`src/rtl/part_74s163_chain_pkg.sv`:
```
// Shared constants and types for the 74S163-style counter chain.
package part_74s163_chain_pkg;

    // Width of one counter stage and its terminal (all-ones) value.
    localparam int          STAGE_W    = 4;
    localparam logic [3:0]  STAGE_ONES = 4'hF;

    typedef logic [STAGE_W-1:0] nibble_t;

endpackage : part_74s163_chain_pkg

```
`src/rtl/part_74s163_chain_if.sv`:
```
// Control/data bundle of the counter chain.
// master drives load/enable/data; slave is the counter chain itself.
interface part_74s163_chain_if #(
    parameter int STAGES = 2
);
    logic                  LOAD_N;
    logic                  ENP;
    logic                  ENT;
    logic [4*STAGES-1:0]   D;
    logic [4*STAGES-1:0]   Q;
    logic                  RCO;
    logic                  TC;

    modport master (
        output LOAD_N, ENP, ENT, D,
        input  Q, RCO, TC
    );

    modport slave (
        input  LOAD_N, ENP, ENT, D,
        output Q, RCO, TC
    );
endinterface : part_74s163_chain_if

```
`src/rtl/part_74s163_chain_stage.sv`:
```
// One 74S163-style 4-bit synchronous binary counter stage.
// Priority: clear, then load, then count (ENP & ENT), else hold.
// RCO is combinational and ignores ENP so a paused low stage still
// propagates its carry enable to the stages above it.
module part_74s163
    import part_74s163_chain_pkg::*;
(
    input  logic    CLK,
    input  logic    CLR_N,
    input  logic    LOAD_N,
    input  logic    ENP,
    input  logic    ENT,
    input  nibble_t D,
    output nibble_t Q,
    output logic    RCO
);

    nibble_t cnt_q;
    nibble_t cnt_d;

    // Next count: load beats counting; counting wraps F -> 0 naturally.
    always_comb begin
        cnt_d = cnt_q;
        if (!LOAD_N) begin
            cnt_d = D;
        end else if (ENP && ENT) begin
            cnt_d = cnt_q + nibble_t'(1);
        end
    end

    // Count register with synchronous clear taking priority over everything.
    always_ff @(posedge CLK) begin
        if (!CLR_N) begin
            cnt_q <= '0;
        end else begin
            cnt_q <= cnt_d;
        end
    end

    assign Q   = cnt_q;
    assign RCO = ENT && (cnt_q == STAGE_ONES);

endmodule : part_74s163

```
`src/rtl/part_74s163_chain.sv`:
```
// Cascade of 74S163-style counter stages with optional auto-reload
// (programmable divider) and a registered terminal-count pulse.
module part_74s163_chain
    import part_74s163_chain_pkg::*;
#(
    parameter int STAGES      = 2,
    parameter bit AUTO_RELOAD = 1'b0
) (
    input  logic                CLK,
    input  logic                CLR_N,
    part_74s163_chain_if.slave  bus
);

    localparam int W = STAGE_W * STAGES;

    logic [STAGES:0] entChain;
    logic [W-1:0]    qVec;
    logic            reloadHit;
    logic            loadNEff;
    logic            tc_q;
    logic            tc_d;

    // Stage 0 takes the chip ENT; each higher stage is enabled by the carry below.
    assign entChain[0] = bus.ENT;

    // In divider mode the chain reloads D on the enabled terminal count.
    if (AUTO_RELOAD) begin : g_reload
        assign reloadHit = entChain[STAGES] & bus.ENP;
    end else begin : g_noReload
        assign reloadHit = 1'b0;
    end

    assign loadNEff = bus.LOAD_N & ~reloadHit;

    for (genvar i = 0; i < STAGES; i++) begin : g_stage
        part_74s163 u_stage (
            .CLK    (CLK),
            .CLR_N  (CLR_N),
            .LOAD_N (loadNEff),
            .ENP    (bus.ENP),
            .ENT    (entChain[i]),
            .D      (bus.D[i*STAGE_W +: STAGE_W]),
            .Q      (qVec[i*STAGE_W +: STAGE_W]),
            .RCO    (entChain[i+1])
        );
    end

    // Terminal-count pulse: flags the edge at which the chain wrapped or reloaded.
    assign tc_d = entChain[STAGES] & bus.ENP;

    // TC register, cleared together with the counter.
    always_ff @(posedge CLK) begin
        if (!CLR_N) begin
            tc_q <= 1'b0;
        end else begin
            tc_q <= tc_d;
        end
    end

    assign bus.Q   = qVec;
    assign bus.RCO = entChain[STAGES];
    assign bus.TC  = tc_q;

endmodule : part_74s163_chain
```
`src/flat_wrapper.sv`:
```
// flat-port wrapper written by rule: the top's interface ports become plain ports
module part_74s163_chain_flat import part_74s163_chain_pkg::*;
#(
    parameter int STAGES      = 2,
    parameter bit AUTO_RELOAD = 1'b0
)
  (CLK, CLR_N, bus_LOAD_N, bus_ENP, bus_ENT, bus_D, bus_Q, bus_RCO, bus_TC);
  part_74s163_chain_if #(.STAGES(STAGES)) bus_i ();
  input  logic CLK;
  input  logic CLR_N;
  input wire logic [$bits(bus_i.LOAD_N)-1:0] bus_LOAD_N;
  input wire logic [$bits(bus_i.ENP)-1:0] bus_ENP;
  input wire logic [$bits(bus_i.ENT)-1:0] bus_ENT;
  input wire logic [$bits(bus_i.D)-1:0] bus_D;
  output wire logic [$bits(bus_i.Q)-1:0] bus_Q;
  output wire logic [$bits(bus_i.RCO)-1:0] bus_RCO;
  output wire logic [$bits(bus_i.TC)-1:0] bus_TC;
  assign bus_i.LOAD_N = bus_LOAD_N;
  assign bus_i.ENP = bus_ENP;
  assign bus_i.ENT = bus_ENT;
  assign bus_i.D = bus_D;
  assign bus_Q = bus_i.Q;
  assign bus_RCO = bus_i.RCO;
  assign bus_TC = bus_i.TC;
  part_74s163_chain #(.STAGES(STAGES), .AUTO_RELOAD(AUTO_RELOAD)) u_core (.CLK(CLK), .CLR_N(CLR_N), .bus(bus_i));
endmodule
```
`config.mk`:
```
export PLATFORM = sky130hd
export DESIGN_NAME = part_74s163_chain_flat
export DESIGN_NICKNAME = d
export VERILOG_FILES = /design/src/rtl/part_74s163_chain_pkg.sv /design/src/rtl/part_74s163_chain_if.sv /design/src/rtl/part_74s163_chain_stage.sv /design/src/rtl/part_74s163_chain.sv /design/src/flat_wrapper.sv
export SDC_FILE = /design/constraint.sdc
export NUM_CORES = 1
export LEC_CHECK = 0
export ABC_CLOCK_PERIOD_IN_PS = 4700
export CORE_AREA = 2 2 39 41
export DETAILED_ROUTE_END_ITERATION = 16
export DIE_AREA = 0 0 41 43
export MAX_ROUTING_LAYER = met4
export PLACE_DENSITY = 0.75
export SYNTH_ARGS = -nofsm -noshare
export SYNTH_HDL_FRONTEND = slang
export SYNTH_SLANG_ARGS = --single-unit
```
`constraint.sdc`:
```
create_clock -name CLK -period 4.7 [get_ports CLK]
set_clock_uncertainty 0.15 [all_clocks]
set_input_delay 0.94 -clock CLK [delete_from_list [all_inputs] [get_ports CLK]]
set_output_delay 0.94 -clock CLK [all_outputs]
set_load 0.005 [all_outputs]
```
==> run_results.csv, run 1 <==
group,metric,value,unit
final_timing,tightest_slew,0.4817,ns
final_timing,hold_viol,0,
worst_setup_path,cp-endpoint,"bus_RCO",
power,cellPowerDensity,250.6,mW/mm²
synth,ys_seq_share,39.34,%
global_routing,antenna_found_initial,0,
global_routing,grt_max_degree,17,
clock_tree,cts_setup_buffers,0,
min_path,min_to,"u_core.g_stage[1].u_stage.Q[3]",
final_timing,rsz0062_at_grt,"false",
final_timing,fin_crit_sh,69.85,%
global_routing,grt_pass1_vias,471,
clock_tree,htreeDepth,1,
synth,largest_area_cell,"dfxtp_1",
outcome,status,"finished, final reports clean",
worst_setup_path,reg2reg_from,"u_core.g_stage[0].u_stage.Q[0]",
synth,topCombFamilyByArea,"simple AND/OR/NAND/NOR gates",
clock_tree,cts_resized,0,
floorplanning,die_height,43,µm
final_timing,hold_slack,0.3729,ns
power,p_leak,0.2625,nW
placed_design,post_dp_cell_area,694.4,µm²
synth,simple_gate_share,25.68,%
worst_setup_path,slowest_delay,0.57,ns
worst_setup_path,critPathCaptureType,"output pin",
synth,edf_count,0,
synth,ys_types,22,
job,warning_count,26,
synth,synth_top_cell_by_count,"o21ai_0",
min_path,hold_class,"reg2reg",
job,cap_violations,0,
clock_tree,clock.latency.late_pin,0.25,ns
placed_design,post-place-cells,91,
worst_setup_path,r2r_slack,3.00,ns
min_path,hold_start,"u_core.g_stage[1].u_stage.Q[3]",
run 1: power groups by stage:
stage	combinational [W]	clock, W	sequential, W
finish	0.0000348	0.0000588	0.0000871
global route	0.0000389	0.0000646	0.0000881
CTS	0.0000352	0.0000617	0.0000871
detailed placement	0.0000349	0	0.0000889
global placement	0.0000346	0	0.0000887
floorplan	0.0000111	0	0.0000882
run 1: cell type report:
type | count | share of cell area, %
timing repair buffer | 22 | 30.56
inverter | 1 | 0.5208
tap | 16 | 2.778
sequential | 9 | 25.00
clock buffer | 4 | 3.646
multi-input combinational | 43 | 37.50
run 1: worst min-delay path, delay by kind of cell (launching register included):
family	cells	cell delay, ns
AOI/OAI and AO/OA	2	0.15
DFF	1	0.33
run 1: kinds of logic after synthesis:
group,count (synthesis)
XOR/XNOR,2
buffers and inverters,2
AND/OR/NAND/NOR,20
AND-OR/OR-AND,19
adder cells (fa/ha/maj),2
flip-flops,9
run 1: routing by layer:
| metal | GRT usage, % | vias up | part of all wire, % |
|---|---|---|---|
| met5 | - | - | 0 |
| met2 | 24.69 | 16 | 47 |
| met1 | 18.33 | 220 | 45 |
| met4 | 8.000 | 0 | 0 |
| met3 | 4.712 | 0 | 7.7 |
| li1 | - | 259 | - |
run 1: flip-flops by register name, indices dropped and copies added (netlist names):
register                  count
u_core.g_stage.u_stage.Q      8
u_core.bus.TC                 1
run 1: cells in the final DEF (no fill, tap or decap), types with 2 or more instances in the layout:
| master | instances |
|---|---|
| dfxtp_1 | 9 |
| o21ai_0 | 10 |
| clkbuf_4 | 3 |
| clkdlybuf4s50_1 | 22 |
| xor2_1 | 2 |
| and3_1 | 3 |
| a31oi_1 | 5 |
| ha_1 | 2 |
| nand3_1 | 5 |
| or3_2 | 2 |
| nor2_1 | 3 |
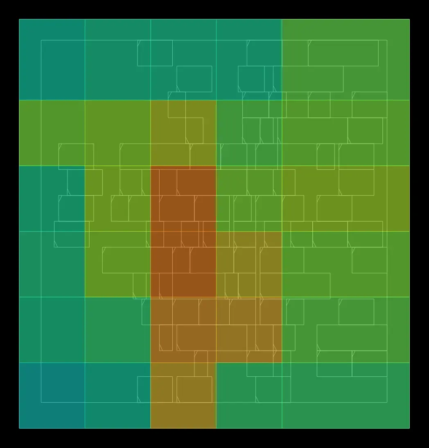
run_1/final_congestion.png
Tot GR Track Use: 16.15%
final core utilization: 52.08%
GR peak layer: met2
GRT met3 Usage: 4.712%

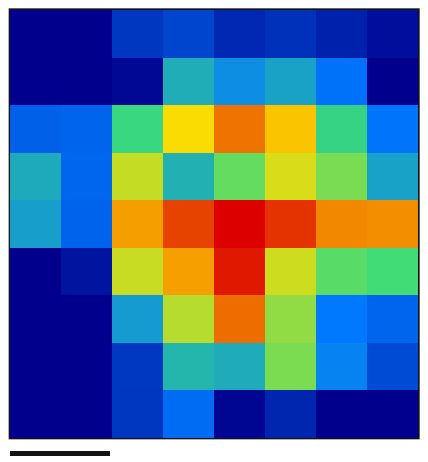
run_1/wire_density.png
Scale bar: 10 µm. The die is cut into 8 by 9 equal tiles; dark blue is low, red is high, scaled to the fullest tile. Values are wire area over tile area, all layers added.
32% of the tiles are over half the peak. The fullest tile reaches 0.30. The mean over all tiles is 0.11. The densest ninth of the die: center. The emptiest ninth of the die: south-west. 22% of the tiles are nearly empty.

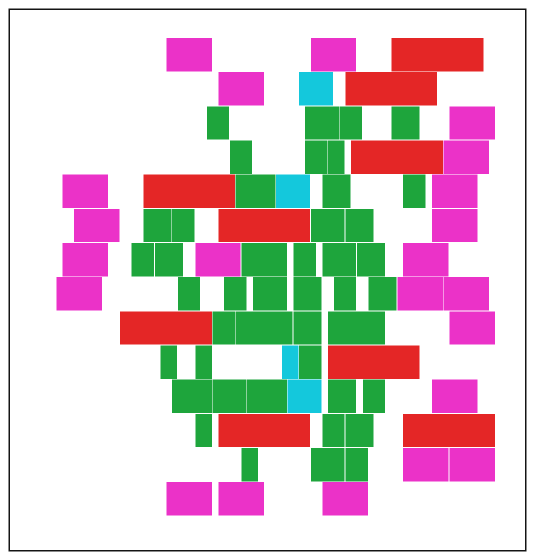
run_1/cell_classes.png
all other logic: in green, cells 44, share of their area 39%. clock drivers and dummy loads: in cyan, cells 4, share of their area 3.8%. other buffers and delay cells: in magenta, cells 22, share of their area 31%. flip-flops: in red, cells 9, share of their area 26%.

run_1/metal_stack.png
Scale bar: 10 µm.
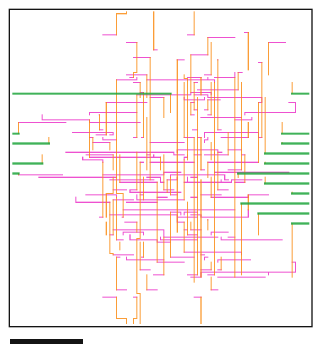

## Run 2: what changed since run 1
--- a/config.mk
+++ b/config.mk
@@ -5,7 +5,7 @@
 export SDC_FILE = /design/constraint.sdc
 export NUM_CORES = 1
 export LEC_CHECK = 0
-export ABC_CLOCK_PERIOD_IN_PS = 4700
+export ABC_CLOCK_PERIOD_IN_PS = 3100
 export CORE_AREA = 2 2 39 41
 export DETAILED_ROUTE_END_ITERATION = 16
 export DIE_AREA = 0 0 41 43
==> constraint.sdc (replaced) <==
create_clock -name CLK -period 3.1 [get_ports CLK]
set_clock_uncertainty 0.15 [all_clocks]
set_input_delay 0.62 -clock CLK [delete_from_list [all_inputs] [get_ports CLK]]
set_output_delay 0.62 -clock CLK [all_outputs]
set_load 0.005 [all_outputs]
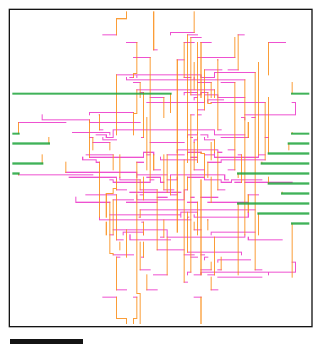
run_2/metal_stack.png
Scale bar: 10 µm.
met1: in magenta, wire length 539 µm. met2: in orange, wire length 543 µm. met3: in green, wire length 87.3 µm.

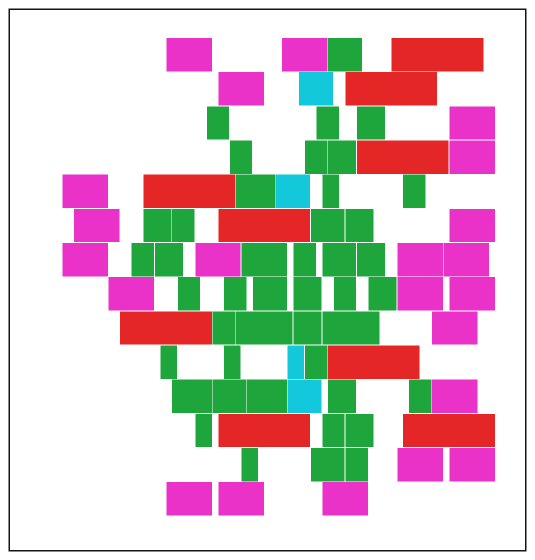
run_2/cell_classes.png
other buffers and delay cells: in magenta, cells 22, share of their area 31%. all other logic: in green, cells 44, share of their area 39%. clock drivers and dummy loads: in cyan, cells 4, share of their area 3.8%. flip-flops: in red, cells 9, share of their area 26%.

==> run 2 against run 1 <==
Net effect:
- sequential share of layout area stayed put
- via count increased by 0.20%
- final cell count unchanged
- critical path type unchanged
==> run_results.csv, run 2 <==
group,metric,value,unit
final_timing,hold_viol,0,
worst_setup_path,slowest_delay,0.58,ns
final_layout,largest_reg_flops,8,
synth,edf_count,0,
placed_design,post_dp_cell_area,694.4,µm²
worst_setup_path,reg2reg_from,"u_core.g_stage[0].u_stage.Q[0]",
job,cap_violations,0,
final_layout,final_layout_top_logic_cells,"clkdlybuf4s50_1, o21ai_0, dfxtp_1",
clock_tree,clock.latency.late_pin,0.26,ns
global_routing,grt_pass1_vias,488,
global_routing,grtUsageTotal,16.46,%
min_path,min_to,"u_core.g_stage[1].u_stage.Q[3]",
final_timing,hold_slack,0.3727,ns
job,warning_count,26,
synth,largest_area_cell,"dfxtp_1",
floorplanning,die_height,43,µm
global_routing,antenna_found_initial,0,
synth,simple_gate_share,25.68,%
synth,ys.flops,9,
power,cellPowerDensity,381.5,mW/mm²
worst_setup_path,r2r_slack,1.41,ns
power,p_leak,0.2625,nW
min_path,hold_class,"reg2reg",
final_layout,layout.cells.most_common,"clkdlybuf4s50_1",
final_timing,fin_crit_sh,85.42,%
synth,ys_types,22,
final_timing,tightest_slew,0.5152,ns
synth,topCombFamilyByArea,"simple AND/OR/NAND/NOR gates",
final_layout,fin_util,52.08,%
synth,ys_seq_share,39.34,%
final_timing,rsz0062_at_grt,"false",
outcome,status,"finished, final reports clean",
synth,synth_top_cell_by_count,"o21ai_0",
global_routing,grt_max_degree,17,
floorplanning,fp_util,33.09,%
clock_tree,htreeDepth,1,
worst_setup_path,critPathCaptureType,"output pin",
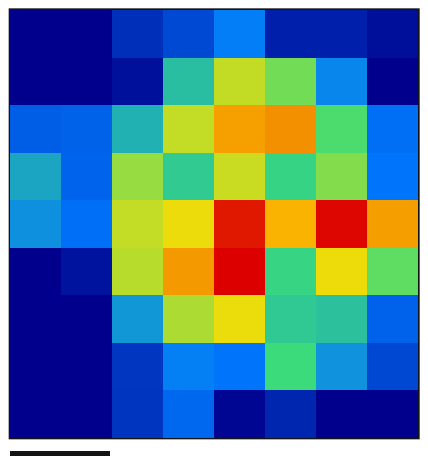
run_2/wire_density.png
Scale bar: 10 µm. The die is cut into 8 by 9 equal tiles; dark blue is low, red is high, scaled to the fullest tile. Values are wire area over tile area, all layers added.
21% of the tiles are nearly empty. The densest ninth of the die: center. 31% of the tiles are over half the peak. The emptiest ninth of the die: south-west.

==> run 2: cell counts after synthesis <==
No cell type changed its count.
==> run 2: cells by family (layout without fill, tap and decap cells) <==
group	count (synthesis)	count (layout)
xor+xnor	2	2
compound gates	19	19
simple gates	20	20
flops	9	9
buf+inv	2	27
fa+ha+maj	2	2
==> run 2: routing by layer <==
metal	up-vias	track usage [%]	wire (µm)
met1	221	18.33	538
met3	0	4.712	87
met5	-	-	0
met2	16	25.62	543
li1	259	-	-
met4	0	8.000	0
==> run 2: worst max path at each step <==
stage	start	end	slack, ns	depth (start not counted)
2_1_floorplan	u_core.g_stage[0].u_stage.Q[0]	bus_RCO	1.38	3
3_3_place_gp	bus_ENT	bus_RCO	0.48	3
3_5_place_dp	bus_ENT	bus_RCO	0.47	3
4_1_cts	bus_ENT	bus_RCO	0.46	3
5_1_grt	bus_ENT	bus_RCO	0.42	3
6_report	bus_ENT	bus_RCO	0.45	3
==> run 2: through the flow <==
stage / worst slack, ns / cells
after CTS: 0.4614 / 95
after global placement: 0.4792 / 91
after global routing: 0.4184 / 95
after detailed placement: 0.4663 / 91
final: 0.4520 / 95
after floorplan: 1.380 / 54
==> run 2: layout make-up <==
class | instances | area [µm²]
Multi-Input combinational cell | 43 | 270.3
Inverter | 1 | 3.754
Tap cell | 16 | 20.02
Timing Repair Buffer | 22 | 220.2
Sequential cell | 9 | 180.2
Clock buffer | 4 | 26.28
Fill cell | 136 | 663.1
==> run 2: power by group through the flow <==
stage / clock network, W / logic [W] / registers, W
floorplan: 0 / 0.0000168 / 0.000134
global placement: 0 / 0.0000524 / 0.000134
detailed placement: 0 / 0.0000528 / 0.000135
CTS: 0.0000942 / 0.0000533 / 0.000132
global route: 0.0000989 / 0.0000587 / 0.000134
finish: 0.0000901 / 0.0000528 / 0.000132
Power and IR drop assume default switching activity.
